### Floorplan with the power grid, run 1

Pins as bars on the die edge. Tap cells in gray.
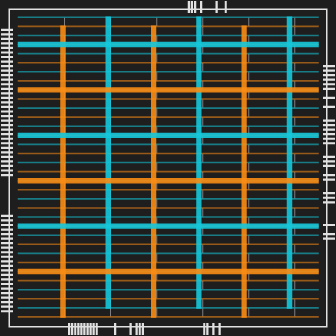
### Placed cells, one color a class, run 1

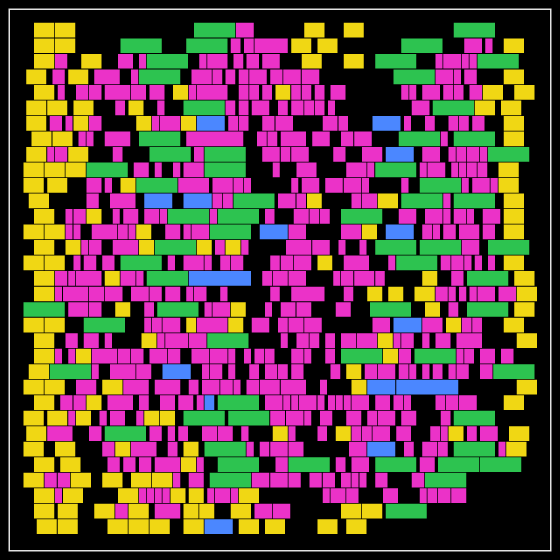
### Clock wires, drivers and flops, run 1

Scale bar: 20 um.
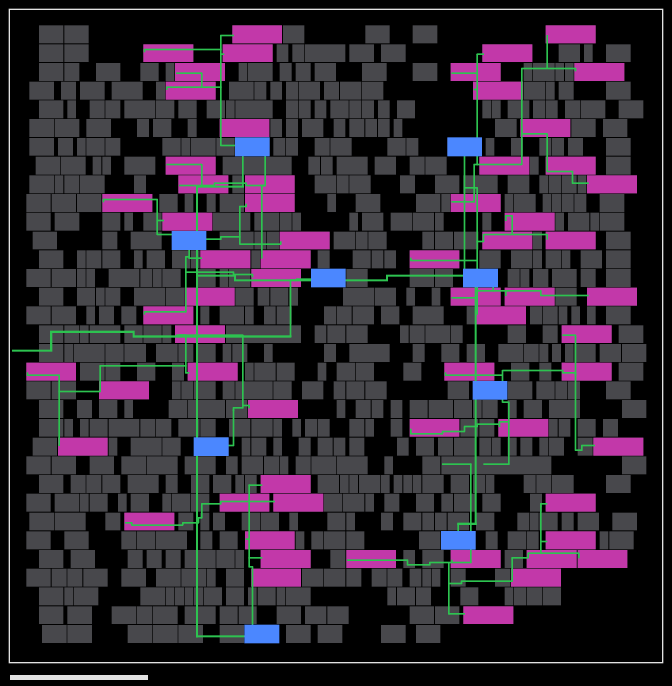
### Wiring by layer, run 1

Scale bar: 20 um.
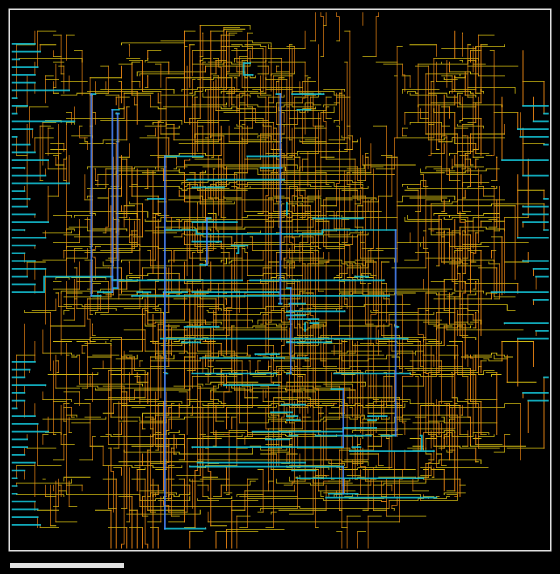
File: config.mk
export PLATFORM = sky130hd
export DESIGN_NAME = bbox_scanner
export DESIGN_NICKNAME = d
export VERILOG_FILES = /design/src/rtl/raster_pkg.sv /design/src/rtl/bbox_clamp.sv /design/src/rtl/bbox_scanner.sv
export SDC_FILE = /design/constraint.sdc
export NUM_CORES = 1
export LEC_CHECK = 0
export CORE_MARGIN = 2
export CORE_UTILIZATION = 50
export CTS_CLUSTER_DIAMETER = 50
export DETAILED_ROUTE_END_ITERATION = 8
export PLACE_DENSITY = 0.82
export SLEW_MARGIN = 10
export SYNTH_ARGS = -nofsm -noshare
export SYNTH_HDL_FRONTEND = slang
export SYNTH_SLANG_ARGS = --single-unit
File: constraint.sdc
create_clock -name clk -period 3.2 [get_ports clk]
set_clock_uncertainty 0.1 [all_clocks]
set_input_delay 0.32 -clock clk [delete_from_list [all_inputs] [get_ports clk]]
set_output_delay 0.32 -clock clk [all_outputs]
set_load 0.005 [all_outputs]
File: src/rtl/raster_pkg.sv
// Shared types and sizes for the raster front end: scanner states, coordinate widths, clamped box payload.
package raster_pkg;

    localparam int unsigned COORD_W        = 8;
    localparam int unsigned BOX_W          = 16;
    localparam int unsigned SCREEN_MAX_DEF = 255;

    typedef enum logic [1:0] {
        IDLE = 2'd0,
        SCAN = 2'd1,
        DONE = 2'd2
    } state_t;

    typedef struct packed {
        logic [COORD_W-1:0] x_min;
        logic [COORD_W-1:0] x_max;
        logic [COORD_W-1:0] y_min;
        logic [COORD_W-1:0] y_max;
    } box_t;

endpackage

File: src/rtl/bbox_clamp.sv
// Clamps raw 16-bit box coordinates to the screen and flags boxes that enclose no pixels.
module bbox_clamp
    import raster_pkg::*;
#(
    parameter int unsigned SCREEN_MAX = SCREEN_MAX_DEF
) (
    input  logic [BOX_W-1:0] x_min_i,
    input  logic [BOX_W-1:0] x_max_i,
    input  logic [BOX_W-1:0] y_min_i,
    input  logic [BOX_W-1:0] y_max_i,
    output box_t             box_c,
    output logic             empty_c
);

    function automatic logic [COORD_W-1:0] clamp(input logic [BOX_W-1:0] v);
        if (v > BOX_W'(SCREEN_MAX)) begin
            return COORD_W'(SCREEN_MAX);
        end
        return COORD_W'(v);
    endfunction

    always_comb begin
        box_c.x_min = clamp(x_min_i);
        box_c.x_max = clamp(x_max_i);
        box_c.y_min = clamp(y_min_i);
        box_c.y_max = clamp(y_max_i);
        empty_c     = (box_c.x_min > box_c.x_max) || (box_c.y_min > box_c.y_max);
    end

endmodule

File: src/rtl/bbox_scanner.sv
// Walks every pixel of an accepted bounding box in row-major order over a valid/ready pixel stream.
module bbox_scanner
    import raster_pkg::*;
#(
    parameter int unsigned SCREEN_MAX = SCREEN_MAX_DEF,
    parameter int unsigned CNT_W      = 17
) (
    input  logic               clk,
    input  logic               rst,
    input  logic [BOX_W-1:0]   bbox_x_min,
    input  logic [BOX_W-1:0]   bbox_x_max,
    input  logic [BOX_W-1:0]   bbox_y_min,
    input  logic [BOX_W-1:0]   bbox_y_max,
    input  logic               bbox_valid,
    output logic               bbox_ready,
    output logic [COORD_W-1:0] pix_x,
    output logic [COORD_W-1:0] pix_y,
    output logic               pix_valid,
    input  logic               pix_ready,
    output logic               pix_last,
    output logic               done,
    output logic [CNT_W-1:0]   pix_count
);

    state_t state_q;
    box_t   box_q;
    box_t   clamp_box_c;
    logic   clamp_empty_c;

    logic               wrap_c;
    logic [COORD_W-1:0] next_x_c;
    logic [COORD_W-1:0] next_y_c;
    logic               next_last_c;
    logic               first_last_c;

    bbox_clamp #(
        .SCREEN_MAX(SCREEN_MAX)
    ) u_clamp (
        .x_min_i(bbox_x_min),
        .x_max_i(bbox_x_max),
        .y_min_i(bbox_y_min),
        .y_max_i(bbox_y_max),
        .box_c  (clamp_box_c),
        .empty_c(clamp_empty_c)
    );

    // Successor of the current pixel within the latched box.
    always_comb begin
        wrap_c       = (pix_x == box_q.x_max);
        next_x_c     = wrap_c ? box_q.x_min : pix_x + COORD_W'(1);
        next_y_c     = wrap_c ? pix_y + COORD_W'(1) : pix_y;
        next_last_c  = (next_x_c == box_q.x_max) && (next_y_c == box_q.y_max);
        first_last_c = (clamp_box_c.x_min == clamp_box_c.x_max) &&
                       (clamp_box_c.y_min == clamp_box_c.y_max);
    end

    always_ff @(posedge clk) begin
        if (rst) begin
            state_q    <= IDLE;
            box_q      <= '0;
            bbox_ready <= 1'b1;
            pix_x      <= '0;
            pix_y      <= '0;
            pix_valid  <= 1'b0;
            pix_last   <= 1'b0;
            done       <= 1'b0;
            pix_count  <= '0;
        end else begin
            case (state_q)
                IDLE: begin
                    done <= 1'b0;
                    if (bbox_valid && bbox_ready) begin
                        box_q      <= clamp_box_c;
                        bbox_ready <= 1'b0;
                        pix_count  <= '0;
                        if (clamp_empty_c) begin
                            state_q <= DONE;
                            done    <= 1'b1;
                        end else begin
                            state_q   <= SCAN;
                            pix_x     <= clamp_box_c.x_min;
                            pix_y     <= clamp_box_c.y_min;
                            pix_valid <= 1'b1;
                            pix_last  <= first_last_c;
                        end
                    end
                end
                SCAN: begin
                    if (pix_valid && pix_ready) begin
                        pix_count <= pix_count + CNT_W'(1);
                        if (pix_last) begin
                            state_q   <= DONE;
                            pix_valid <= 1'b0;
                            pix_last  <= 1'b0;
                            done      <= 1'b1;
                        end else begin
                            pix_x    <= next_x_c;
                            pix_y    <= next_y_c;
                            pix_last <= next_last_c;
                        end
                    end
                end
                DONE: begin
                    state_q    <= IDLE;
                    done       <= 1'b0;
                    bbox_ready <= 1'b1;
                end
                default: begin
                    state_q    <= IDLE;
                    pix_valid  <= 1'b0;
                    pix_last   <= 1'b0;
                    done       <= 1'b0;
                    bbox_ready <= 1'b1;
                end
            endcase
        end
    end

endmodule

==> qor.tcl, run 1 <==
set qor(synthToLayoutAreaGrowth_pct) 40.85
set qor(layout_top_cell_excl_fill_tap) {clkdlybuf4s50_1}
set qor(critical_path.reg2reg.startpoint) {pix_x[2]}
set qor(detailedPlacementHpwl_um) 9366
set qor(cp_max_fanout) 7
set qor(diodes) 0
set qor(ys_area_um2) 4110
set qor(flip_flop_and_latch_count_after_synthesis) 63
set qor(kind_of_critical_path) {input port to flip-flop}
set qor(final.period_utilization_pct) 98.94
set qor(htreeDepth) 3
set qor(cell_count_listed_in_synth_stat_txt) 526
set qor(detail_route.iter0.violations) 395
set qor(core.rowCount) 33
set qor(p_total_mw) 2.609
set qor(final_cell_mix) {104 x clkdlybuf4s50_1, 76 x nor2_1, 63 x dfxtp_1}
set qor(avgViaCountPerCell) 5.864
set qor(first_global_vias) 4099
set qor(synthArstFlopShare_pct) 0
set qor(clock_tree.buffer_depth) 2
set qor(final_critical_path_setup_slack_ps) 34.04
set qor(timing.max_cap.violations) 0
set qor(remaining_drc_errors) 0
set qor(worstMarginPinSlew_ps) 996.0
set qor(grt_max_degree) 49
set qor(timing.hold.ws_ps) 367.0
set qor(drive_gt1_share_pct) 14.20
set qor(mappedNetlistArea_um2) 4110
set qor(hold_path_depth) 2
set qor(placedInstanceArea_um2) 5461
set qor(max_slew_margin_pct) 33.60
set qor(drtAntennaViolNets) 0
set qor(final_hold_vio_count) 0
set qor(total_leakage_power_nw) 2.175
set qor(synth.top_cells.by_count) {78 x nor2_1, 63 x dfxtp_1, 34 x a21oi_1}
set qor(place_congestion) 0.9589
set qor(critical_path.startpoint_type) {input port}
set qor(worst_r2r_path_depth) 7
set qor(floorplan_nets) 613
set qor(cts_tree) {done}
set qor(critPathLaunch) {bbox_x_min[15]}
set qor(yosysWarnings) 0
set qor(timing.fmax_ghz) 0.3159
set qor(antenna_violations_before_repair) 0
set qor(hold_path_startpoint) {done}
set qor(ys.flop_type) {dfxtp_1}
set qor(cts_inserted_buffers) 9
set qor(synth-edff-count) 0
set qor(io_pins) 105
set qor(clkTransAtPathRegs_ps) 70
set qor(post_cts_hold_buffer_count) 0
set qor(synth_area_leader_cell) {dfxtp_1}
set qor(outcome) {finished clean}
set qor(layout.cells.non_filler) 767
set qor(finalMaxSlewViolations) 0
set qor(initial_utilization_pct) 50.79
set qor(die_area_um2) 8961
set qor(final.min_clock_period_ps) 3166
set qor(clock_sink_count) 63
set qor(cp.required_ps) 3320
set qor(netlist.area_leader.share_pct) 30.68
set qor(cp-end-kind) {flip-flop}
set qor(final_area_um2) 5789
set qor(setup_viol_count_final) 0
set qor(power_density_nw_per_um2) 450.7
set qor(stage_log_warnings) 26
set qor(hold_class) {flip-flop to flip-flop}
set qor(synth.top_cells.by_area) {dfxtp_1 31%, nor2_1 7.1%, ha_1 5.8%, a211oi_1 4.2%, a21oi_1 4.1%}
set qor(grt_pass1_wl_um) 19400
set qor(synth_top_cell_by_count) {nor2_1}
set qor(post-route-util_pct) 71.54
set qor(synth.lib_cells_used.distinct) 57
set qor(preCtsSetupSlack_ps) -319.6
set qor(drt_pre_antenna_iters) 5
set qor(worst_ep_arrival_time_ps) 3280
set qor(final_nets) 745
set qor(grt.overflow.total) 0
set qor(cts-root-buf) {clkbuf_8}
set qor(synth_seq_share_pct) 30.68
set qor(synthesized_area_per_cell_um2) 7.814
set qor(accumulated_negative_setup_slack_ps) 0
set qor(io_buffer_count) 104
set qor(synthCells) 526
set qor(post-place-cells) 747
About 'Floorplan with the power grid':
VDD: drawn in cyan. VSS: drawn in orange.
105 signal pins sit on the boundary. 6 straps on met5. 34 met1 rails follow the rows.
Die Span Y: 94.67 um
Die W: 94.67 um
floorplan core area: 8093 um2
largest voltage drop on the vdd net: 0.0002319 V

About 'Placed cells, one color a class':
clock drivers and dummy loads: drawn in blue, cells 15. sequential cells: drawn in green, cells 63. remaining buffers and delay cells: drawn in yellow, cells 150. remaining logic cells: drawn in magenta, cells 434.

About 'Clock wires, drivers and flops':
flip-flops: drawn in magenta, count 63. clock wires: drawn in green, length 845 um. clock-net drivers: drawn in blue, count 9.
Position of the flops: spread over the die. There are 10 routed clock nets.
clock latency of the later-clocked register in the worst-skew pair: 350 ps
Clk pwr share: 31.0%
clock network power: 0.808 mW

About 'Wiring by layer':
M4: drawn in blue, wire length 274 um. M2: drawn in orange, wire length 5720 um. M3: drawn in cyan, wire length 914 um. M1: drawn in yellow, wire length 5540 um.
via total after detailed routing: 4498
wire length reported by the detailed router: 12460 um
aggregate global-route resource usage: 27.70%
final routed wire length divided by cell count: 16.24 um

## run 1: where the power goes
group | total [mW] | internal, mW | switching, mW
sequential | 0.985 | 0.866 | 0.119
combinational | 0.816 | 0.398 | 0.417
clock | 0.808 | 0.497 | 0.311
total | 2.61 | 1.76 | 0.848
## run 1: worst max-delay path, stage by stage
cell,delay (ps)
clkdlybuf4s50_1,400
nor4_1,270
nand2_1,170
or2_2,330
ha_1,340
a21oi_1,290
a21oi_2,110
nor2_2,170
o221ai_2,230
a2111oi_0,560
nor3_1,90
## run 1: routing by layer
metal | share of wire (%) | wire [um] | GRT usage [%]
met2 | 46 | 5722 | 44.09
met5 | 0 | 0 | 0
met4 | 2.2 | 274 | 11.11
met1 | 45 | 5544 | 37.24
met3 | 7.3 | 914 | 4.789
## run 1: kinds of logic (layout without fill, tap and decap cells)
kind of cell	Yosys count	count (layout)	synth area share, %
compound gates	133	133	21.68
buf+inv	45	181	4.597
simple gates	219	219	26.48
mux	13	13	3.166
fa+ha+maj	19	19	5.784
xor+xnor	34	34	7.610
flops	63	63	30.68
## run 1: sequential cells by signal, summed over array words and instances (netlist names)
name,count
bbox_ready,1
box_q,24
pix_valid,1
pix_count,17
pix_last,1
done,1
pix_y,8
state_q,2
pix_x,8
## run 1: area by class of cell
cell class,count,area [um2]
Clock inverter,3,65.06
Tap cell,105,131.4
Clock buffer,12,165.2
Timing Repair Buffer,150,1384
Sequential cell,63,1261
Inverter,16,60.06
Multi-Input combinational cell,418,2723
Fill cell,666,2303
## run 1: timing repair
action                                  4_1_cts  5_1_grt
endpoints found under the setup margin        0       16
gates resized                                 0       18
buffers inserted                              0        5
## run 1: final timing paths
check	slack [ps]	to
setup / recovery	30	pix_x[4]
hold / removal	370	done
setup reg to reg	540	pix_last
hold reg to reg	370	done
==> run 1 -> run 2 <==
- CORE_MARGIN: 2 -> default
- CTS_CLUSTER_DIAMETER: 50 -> default
==> qor.tcl, run 2 <==
set qor(synthArstFlopShare_pct) 0 ;# unchanged
set qor(core.rowCount) 32 ;# -3.0%
set qor(ys_area_um2) 4110 ;# unchanged
set qor(final.period_utilization_pct) 98.52 ;# -0.41 points
set qor(critical_path.startpoint_type) {input port}
set qor(finalMaxSlewViolations) 0 ;# unchanged
set qor(timing.fmax_ghz) 0.3172 ;# +0.42%
set qor(io_pins) 105 ;# unchanged
set qor(max_slew_margin_pct) 27.36 ;# -6.2 points
set qor(post-place-cells) 754 ;# +0.94%
set qor(vias) 4679 ;# +4.0%
set qor(die_area_um2) 8587 ;# -4.2%
set qor(antenna_violations_before_repair) 0 ;# unchanged
set qor(grt_pass1_wl_um) 21380 ;# +10%
set qor(initial_utilization_pct) 52.38 ;# +1.6 points
set qor(total_leakage_power_nw) 2.231 ;# +2.6%
set qor(cp_max_fanout) 7 ;# unchanged
set qor(layout.area.seq_um2) 1261 ;# unchanged
set qor(setup_viol_count_final) 0 ;# unchanged
set qor(accumulated_negative_setup_slack_ps) 0 ;# unchanged
set qor(synth.top_cells.by_count) {78 x nor2_1, 63 x dfxtp_1, 34 x a21oi_1}
set qor(placedInstanceArea_um2) 5533 ;# +1.3%
set qor(synth_top_cell_by_count) {nor2_1}
set qor(design.seq.count) 63 ;# unchanged
set qor(clock_area_share_pct) 3.768 ;# -0.21 points
set qor(routedWlPerCell_um) 17.08 ;# +5.2%
set qor(area_share_nonclk_buffers_pct) 24.20 ;# +0.30 points
set qor(non_clock_buffer_count) 158 ;# +5.3%
set qor(postRouteWirelength_um) 13220 ;# +6.1%
set qor(ys.flop_type) {dfxtp_1}
set qor(drive_gt1_share_pct) 17.56 ;# +3.4 points
set qor(cts-root-buf) {clkbuf_8}
set qor(floorplan_nets) 613 ;# unchanged
set qor(sequentialPowerShare_pct) 36.6 ;# -1.2 points
set qor(grt.overflow.total) 0 ;# unchanged
set qor(layout.comb_gates.multi_input) 419 ;# +0.24%
set qor(synth.lib_cells_used.distinct) 57 ;# unchanged
set qor(worstSkewPairLatency_ps) 350 ;# about the same
set qor(cp.required_ps) 3300 ;# -20 ps
set qor(timing.hold.ws_ps) 360.3 ;# -6.711 ps
set qor(synth.top_cells.by_area) {dfxtp_1 31%, nor2_1 7.1%, ha_1 5.8%, a211oi_1 4.2%, a21oi_1 4.1%}
set qor(flip_flop_and_latch_count_after_synthesis) 63 ;# unchanged
set qor(stage_log_warnings) 27 ;# +3.8%
set qor(final_nets) 754 ;# +1.2%
set qor(timing.max_cap.violations) 0 ;# unchanged
set qor(mi_logic_area_um2) 2856 ;# +4.9%
set qor(power_density_nw_per_um2) 442.5 ;# -1.8%
set qor(yosysWarnings) 0 ;# unchanged
set qor(power.ir.vdd_worst_v) 0.0002600 ;# +12%
set qor(clkTransAtPathRegs_ps) 90 ;# +20 ps
set qor(pwr-share-comb_pct) 32.8 ;# +1.5 points
set qor(first_global_vias) 4454 ;# +8.7%
set qor(seqAreaFraction_pct) 21.10 ;# -0.68 points
set qor(clock_sink_count) 63 ;# unchanged
set qor(synth_area_leader_cell) {dfxtp_1}
set qor(grt_max_degree) 49 ;# unchanged
set qor(swShare_pct) 34.83 ;# +2.3 points
set qor(grt.met3_usage_pct) 5.255 ;# +0.47 points
set qor(use_met2_pct) 52.78 ;# +8.7 points
set qor(switching_power_mw) 0.9213 ;# +8.6%
set qor(fillerInstances) 612 ;# -8.1%
set qor(synth_seq_share_pct) 30.68 ;# unchanged
set qor(layout.cells.non_filler) 774 ;# +0.91%
set qor(final_critical_path_setup_slack_ps) 47.31 ;# +13.27 ps
set qor(comb_area_share_pct) 47.79 ;# +0.76 points
set qor(netlist.area_leader.share_pct) 30.68 ;# unchanged
set qor(p_total_mw) 2.645 ;# +1.4%
set qor(power_report.internal_total_mw) 1.724 ;# -2.1%
set qor(place_congestion) 1.010 ;# +5.3%
set qor(fp.dieH_um) 92.67 ;# -2.1%
set qor(max_flop_register) {box_q}
set qor(cts_inserted_buffers) 9 ;# unchanged
set qor(biggestCellCategory) {multi-input combinational cells}
set qor(cts_tree) {done}
set qor(preCtsSetupSlack_ps) -376.7 ;# -57.06 ps
set qor(n_all_inverters) 16 ;# unchanged
set qor(max_ffs_per_register) 24 ;# unchanged
set qor(post-route-util_pct) 76.16 ;# +4.6 points
set qor(rsz0062_at_grt) {yes}
set qor(synth-edff-count) 0 ;# unchanged
set qor(synthesized_area_per_cell_um2) 7.814 ;# unchanged
set qor(worst_ep_arrival_time_ps) 3250 ;# -30 ps
set qor(synthCells) 526 ;# unchanged
set qor(taps) 102 ;# -2.9%
set qor(layout_top_cell_excl_fill_tap) {clkdlybuf4s50_1}
set qor(final_area_um2) 5977 ;# +3.2%
set qor(outcome) {finished clean}
set qor(kind_of_critical_path) {input port to flip-flop}
set qor(detail_route.iter0.violations) 341 ;# -14%
set qor(drt_pre_antenna_iters) 5 ;# unchanged
set qor(htreeDepth) 3 ;# unchanged
set qor(cell_count_listed_in_synth_stat_txt) 526 ;# unchanged
set qor(die_w_um) 92.67 ;# -2.1%
set qor(mappedNetlistArea_um2) 4110 ;# unchanged
set qor(final.min_clock_period_ps) 3153 ;# -13.27 ps
set qor(cp-end-kind) {flip-flop}
set qor(drtAntennaViolNets) 0 ;# unchanged
set qor(final_cell_mix) {104 x clkdlybuf4s50_1, 74 x nor2_1, 63 x dfxtp_1}
set qor(worstMarginPinSlew_ps) 1090 ;# +93.57 ps
set qor(hold_class) {flip-flop to flip-flop}
set qor(core_area_um2) 7848 ;# -3.0%
set qor(detailedPlacementHpwl_um) 9597 ;# +2.5%
set qor(synthToLayoutAreaGrowth_pct) 45.42
set qor(final_hold_vio_count) 0 ;# unchanged
set qor(clock_tree.buffer_depth) 2 ;# unchanged
set qor(remaining_drc_errors) 0 ;# unchanged
set qor(pwr-share-clk_pct) 30.5 ;# -0.5 points
set qor(n_clock_buffer) 9 ;# -3
set qor(top_regs) {box_q (24), pix_count (17)}
set qor(avgViaCountPerCell) 6.045 ;# +3.1%
set qor(io_buffer_count) 104 ;# unchanged
set qor(diodes) 0 ;# unchanged
==> run 2: cell counts after synthesis <==
Identical to the previous run, type by type.
==> run 2: logic make-up after synthesis <==
kind of cell	Yosys count	synth area share, %
buffers and inverters	45	4.597
muxes	13	3.166
adders and majority gates	19	5.784
DFF	63	30.68
xor gates and xnor gates	34	7.610
AOI/OAI and AO/OA	133	21.68
and+or+nand+nor	219	26.48
==> run 2: critical path, cell delays in order <==
cell and delay, ps:
clkdlybuf4s50_1 440, nor4_2 310, nand2_2 150, or2_2 310, ha_1 290, nor2b_1 150, o211ai_1 220, a21oi_2 120
nor2_4 170, o221ai_4 220, a2111oi_2 440, nor3_1 90
==> run 2: path summary, 6_finish.rpt <==
check        endpoint  depth (start not counted)  slack (ps)           start
min              done                          2         360            done
max          pix_x[3]                         12          50  bbox_y_min[14]
max reg2reg  pix_last                          7         320        pix_x[5]
min reg2reg      done                          2         360            done
==> run 2: power groups by stage <==
stage / combinational (mW) / sequential, mW / clock [mW]
floorplan: 0.479 / 0.960 / 0
global placement: 0.789 / 0.978 / 0
detailed placement: 0.800 / 0.982 / 0
CTS: 0.807 / 0.964 / 0.812
global route: 0.938 / 0.979 / 0.853
finish: 0.868 / 0.969 / 0.808
==> run 2: layer usage <==
metal  vias up  routed length [um]
li1       2229                   -
met1      2179                5604
met2       239                6314
met3        32                1011
met4         0                 287
met5         -                   0
==> run 2: what timing repair did <==
item | in CTS | in global routing
setup buffers | 0 | 3
setup endpoints to repair | 1 | 21
hold buffers | 0 | 0
gates resized | 1 | 41
gates cloned | 0 | 1
hold endpoints to repair | 0 | 0
pin swaps | 0 | 12
### Placed cells, one color a class, run 2

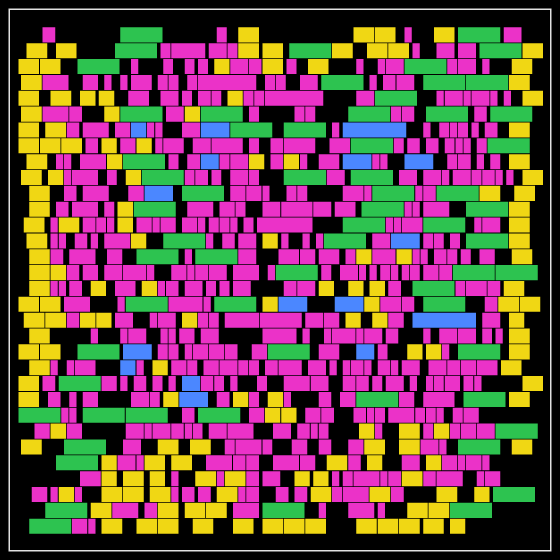
remaining logic cells: drawn in magenta, cells 435. sequential cells: drawn in green, cells 63. remaining buffers and delay cells: drawn in yellow, cells 158. clock drivers and dummy loads: drawn in blue, cells 16.

### Routing congestion, run 2

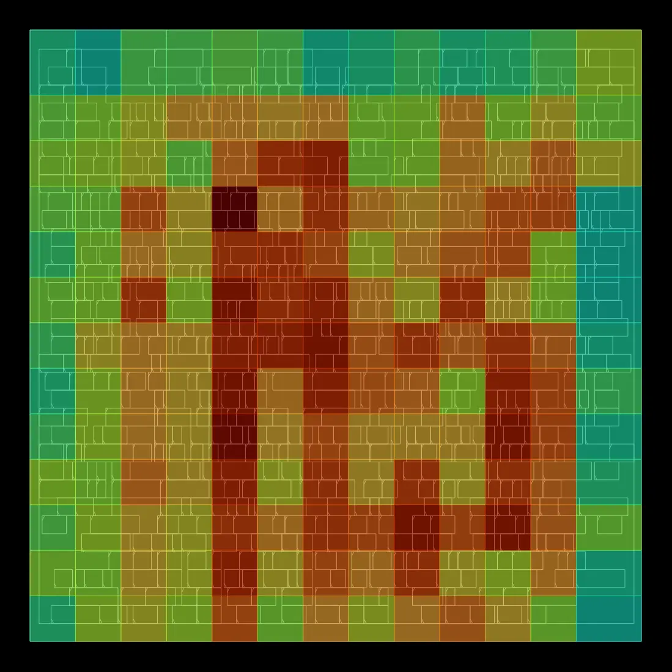
GRT busiest layer: met2
global-route met1 utilization: 40.21%
aggregate global-route resource usage: 31.35%

==> run 2 -> run 3 <==
- CORE_UTILIZATION: 50 -> 40
- PLACE_DENSITY: 0.82 -> 0.68
==> qor.tcl, run 3 <==
set qor(outcome) {finished clean}
set qor(preCtsSetupSlack_ps) -373.5 ;# +3.158 ps
set qor(drtAntennaViolNets) 0 ;# unchanged
set qor(pwr-share-clk_pct) 28.9 ;# -1.6 points
set qor(clock_tree.buffer_depth) 2 ;# unchanged
set qor(timing.fmax_ghz) 0.3216 ;# +1.4%
set qor(kind_of_critical_path) {input port to flip-flop}
set qor(grt.met3_usage_pct) 4.637 ;# -0.62 points
set qor(synth.top_cells.by_area) {dfxtp_1 31%, nor2_1 7.1%, ha_1 5.8%, a211oi_1 4.2%, a21oi_1 4.1%}
set qor(initial_utilization_pct) 41.67 ;# -11 points
set qor(worstMarginPinSlew_ps) 847.0 ;# -242.6 ps
set qor(synthCells) 526 ;# unchanged
set qor(swShare_pct) 35.57 ;# +0.74 points
set qor(core_area_um2) 9864 ;# +26%
set qor(rsz0062_at_grt) {yes}
set qor(netlist.area_leader.share_pct) 30.68 ;# unchanged
set qor(layout_top_cell_excl_fill_tap) {clkdlybuf4s50_1}
set qor(die_area_um2) 10690 ;# +24%
set qor(met1Wirelength_um) 5653 ;# +0.87%
set qor(placedInstanceArea_um2) 5592 ;# +1.1%
set qor(grt_max_degree) 49 ;# unchanged
set qor(max_flop_register) {box_q}
set qor(remaining_drc_errors) 0 ;# unchanged
set qor(switching_power_mw) 0.9030 ;# -2.0%
set qor(top_regs) {box_q (24), pix_count (17)}
set qor(cp_slowest_cell) {clkdlybuf4s50_1}
set qor(worstSkewPairLatency_ps) 360 ;# about the same
set qor(cp_max_fanout) 8 ;# +1
set qor(core.rowCount) 36 ;# +13%
set qor(final.min_clock_period_ps) 3110 ;# -42.78 ps
set qor(final_area_um2) 5876 ;# -1.7%
set qor(fillerInstances) 868 ;# +42%
set qor(layout.area.seq_um2) 1261 ;# unchanged
set qor(yosysWarnings) 0 ;# unchanged
set qor(worst_r2r_path_depth) 7 ;# unchanged
set qor(synthArstFlopShare_pct) 0 ;# unchanged
set qor(detail_route_met2_wl_um) 6146 ;# -2.7%
set qor(io_pins) 105 ;# unchanged
set qor(grt_pass1_wl_um) 21210 ;# -0.78%
set qor(groute.layer.met1.usage_pct) 33.70 ;# -6.5 points
set qor(synth_area_leader_cell) {dfxtp_1}
set qor(clock_sink_count) 63 ;# unchanged
set qor(sequentialPowerShare_pct) 38.0 ;# +1.4 points
set qor(total_leakage_power_nw) 2.198 ;# -1.5%
set qor(timing.max_cap.violations) 0 ;# unchanged
set qor(global_route.peak_usage_layer) {met2}
set qor(detail_route.iter0.violations) 244 ;# -28%
set qor(flip_flop_and_latch_count_after_synthesis) 63 ;# unchanged
set qor(first_global_vias) 4420 ;# -0.76%
set qor(mappedNetlistArea_um2) 4110 ;# unchanged
set qor(post_cts_hold_buffer_count) 0 ;# unchanged
set qor(drt_pre_antenna_iters) 5 ;# unchanged
set qor(worst-path-buf-inv) 2 ;# +1
set qor(crit_path_cell_trace) {clkdlybuf4s50_1, nor4_2, nand2_2, or2_2, ha_1, nand4_1, a21oi_2, o22a_1, buf_4, o21ai_1, a211o_1, a21oi_1}
set qor(postRouteWirelength_um) 12950 ;# -2.0%
set qor(hold_path_startpoint) {done}
set qor(use_met2_pct) 41.67 ;# -11 points
set qor(final_nets) 751 ;# -0.40%
set qor(diodes) 0 ;# unchanged
set qor(detailedPlacementHpwl_um) 9603 ;# about the same
set qor(critPathLaunch) {bbox_x_min[15]}
set qor(worst_ep_arrival_time_ps) 3300 ;# +50 ps
set qor(cts-root-buf) {clkbuf_8}
set qor(cell_count_listed_in_synth_stat_txt) 526 ;# unchanged
set qor(synth.lib_cells_used.distinct) 57 ;# unchanged
set qor(synth_seq_share_pct) 30.68 ;# unchanged
set qor(drive_gt1_share_pct) 15.55 ;# -2.0 points
set qor(hold_class) {flip-flop to flip-flop}
set qor(path_delay_family) {AND-OR/OR-AND gates}
set qor(synthesized_area_per_cell_um2) 7.814 ;# unchanged
set qor(fp.dieH_um) 103.4 ;# +12%
set qor(critical_path.reg2reg.startpoint) {pix_x[7]}
set qor(reg2reg_slack_ps) 350 ;# +30 ps
set qor(reg2reg_to) {pix_last}
set qor(power.ir.vdd_worst_v) 0.0002562 ;# -1.4%
set qor(power_density_nw_per_um2) 432.0 ;# -2.4%
set qor(cts_tree) {done}
set qor(ys_area_um2) 4110 ;# unchanged
set qor(hold_path_depth) 2 ;# unchanged
set qor(ys.flop_type) {dfxtp_1}
set qor(final_critical_path_setup_slack_ps) 90.10 ;# +42.78 ps
set qor(cts_resized) 2 ;# +1
set qor(hold_end) {done}
set qor(floorplan_nets) 613 ;# unchanged
set qor(die_w_um) 103.4 ;# +12%
set qor(io_buffer_count) 104 ;# unchanged
set qor(antenna_violations_before_repair) 0 ;# unchanged
set qor(avgViaCountPerCell) 5.625 ;# -7.0%
set qor(power_report.internal_total_mw) 1.635 ;# -5.1%
set qor(clkTransAtPathRegs_ps) 90 ;# about the same
set qor(mi_logic_area_um2) 2739 ;# -4.1%
set qor(synth.top_cells.by_count) {78 x nor2_1, 63 x dfxtp_1, 34 x a21oi_1}
set qor(synth-edff-count) 0 ;# unchanged
set qor(route.top_layer_used) {met4}
set qor(grt.overflow.total) 0 ;# unchanged
set qor(vias) 4511 ;# -3.6%
set qor(synthToLayoutAreaGrowth_pct) 42.95
set qor(cts_inserted_buffers) 9 ;# unchanged
set qor(pwr-share-comb_pct) 33.1 ;# +0.3 points
set qor(max_ffs_per_register) 24 ;# unchanged
set qor(max_slew_margin_pct) 43.53 ;# +16 points
set qor(cp.required_ps) 3390 ;# +90 ps
set qor(finalMaxSlewViolations) 0 ;# unchanged
set qor(post-cts-setup-buffers) 0 ;# unchanged
set qor(dr_wl_met3_um) 871 ;# -14%
set qor(critical_path.startpoint_type) {input port}
set qor(synth_top_cell_by_count) {nor2_1}
set qor(htreeDepth) 3 ;# unchanged
set qor(final.period_utilization_pct) 97.18 ;# -1.3 points
set qor(final_hold_vio_count) 0 ;# unchanged
set qor(crit_path_max_incr_delay_ps) 410 ;# -30 ps
run 3: worst max path at each step:
stage                     endpoint  slack [ps]  cells after the start
after global placement    pix_x[7]        -240                     12
after detailed placement  pix_x[6]        -370                     12
final                         done          90                     12
after global routing          done         -30                     12
after floorplan           pix_y[6]         410                     13
after CTS                 pix_x[3]        -0.4                     12
run 3: worst min-delay path, delay by kind of cell, from the launching register on:
family | cells | cell delay, ps
simple gates | 1 | 60
flops | 1 | 320
compound gates | 1 | 50
run 3: cell families (layout without fill, tap and decap cells):
group / count (synthesis) / count (layout) / share of synthesized area, %
xor gates and xnor gates: 34 / 34 / 7.610
and+or+nand+nor: 219 / 219 / 26.48
muxes: 13 / 13 / 3.166
adders and majority gates: 19 / 19 / 5.784
buffers and inverters: 45 / 188 / 4.597
AOI/OAI and AO/OA: 133 / 133 / 21.68
DFF: 63 / 63 / 30.68
run 3: cell type report:
type / count / share of cell area (%)
Clock inverter: 7 / 1.384
Timing Repair Buffer: 156 / 24.57
Inverter: 16 / 1.022
Multi-Input combinational cell: 418 / 46.61
Clock buffer: 9 / 2.108
Sequential cell: 63 / 21.47
Tap cell: 133 / 2.832
run 3: metrics by stage:
stage	power, mW	cells	utilization (%)	hold slack (ps)	TNS, ps
finish	2.538	802	59.56	371.9	0
global placement	1.774	786	56.68	356.6	-3230
detailed placement	1.790	786	56.68	361.6	-5613
floorplan	1.440	526	-	352.7	0
CTS	2.523	802	58.79	374.5	-0.4488
global route	2.675	802	59.56	409.9	-89.81
run 3: power groups by stage:
stage	Clock [mW]	Sequential, mW	Combinational [mW]
global placement	0	0.975	0.799
global route	0.780	0.975	0.921
floorplan	0	0.960	0.479
finish	0.734	0.964	0.841
detailed placement	0	0.978	0.812
CTS	0.742	0.962	0.820
### Clock wires, drivers and flops, run 3

Scale bar: 20 um.
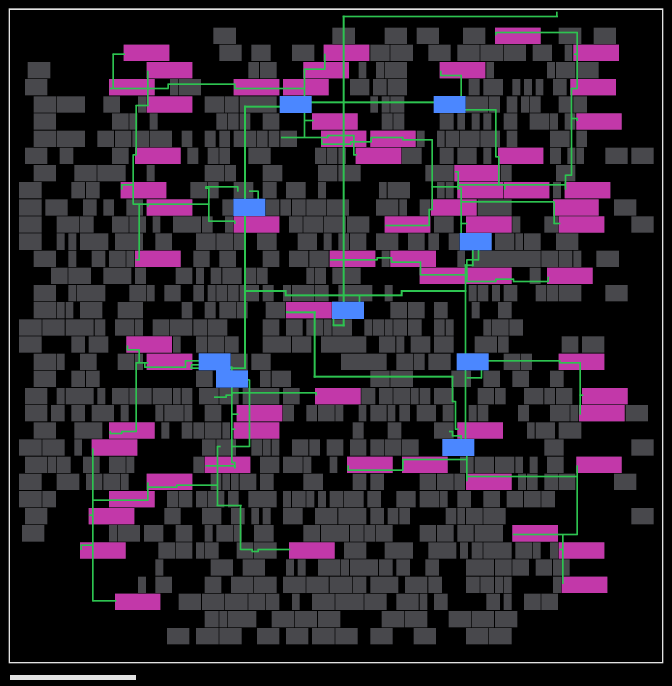
clock wires: drawn in green, length 940 um. flip-flops: drawn in magenta, count 63. clock-net drivers: drawn in blue, count 9.
There are 10 routed clock nets. Position of the flops: spread over the die.

### Wiring by layer, run 3

Scale bar: 20 um.
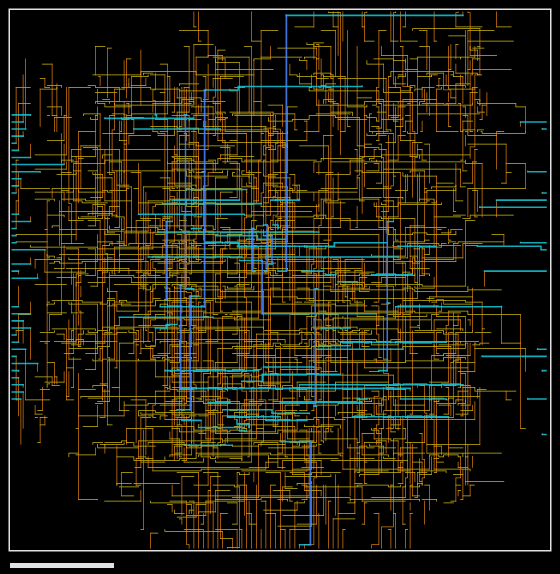
M2: drawn in orange, wire length 6150 um. M3: drawn in cyan, wire length 871 um. M4: drawn in blue, wire length 284 um. M1: drawn in yellow, wire length 5650 um.
final routed wire length divided by cell count: 16.15 um
aggregate global-route resource usage: 25.60%

Power and IR drop assume default switching activity.
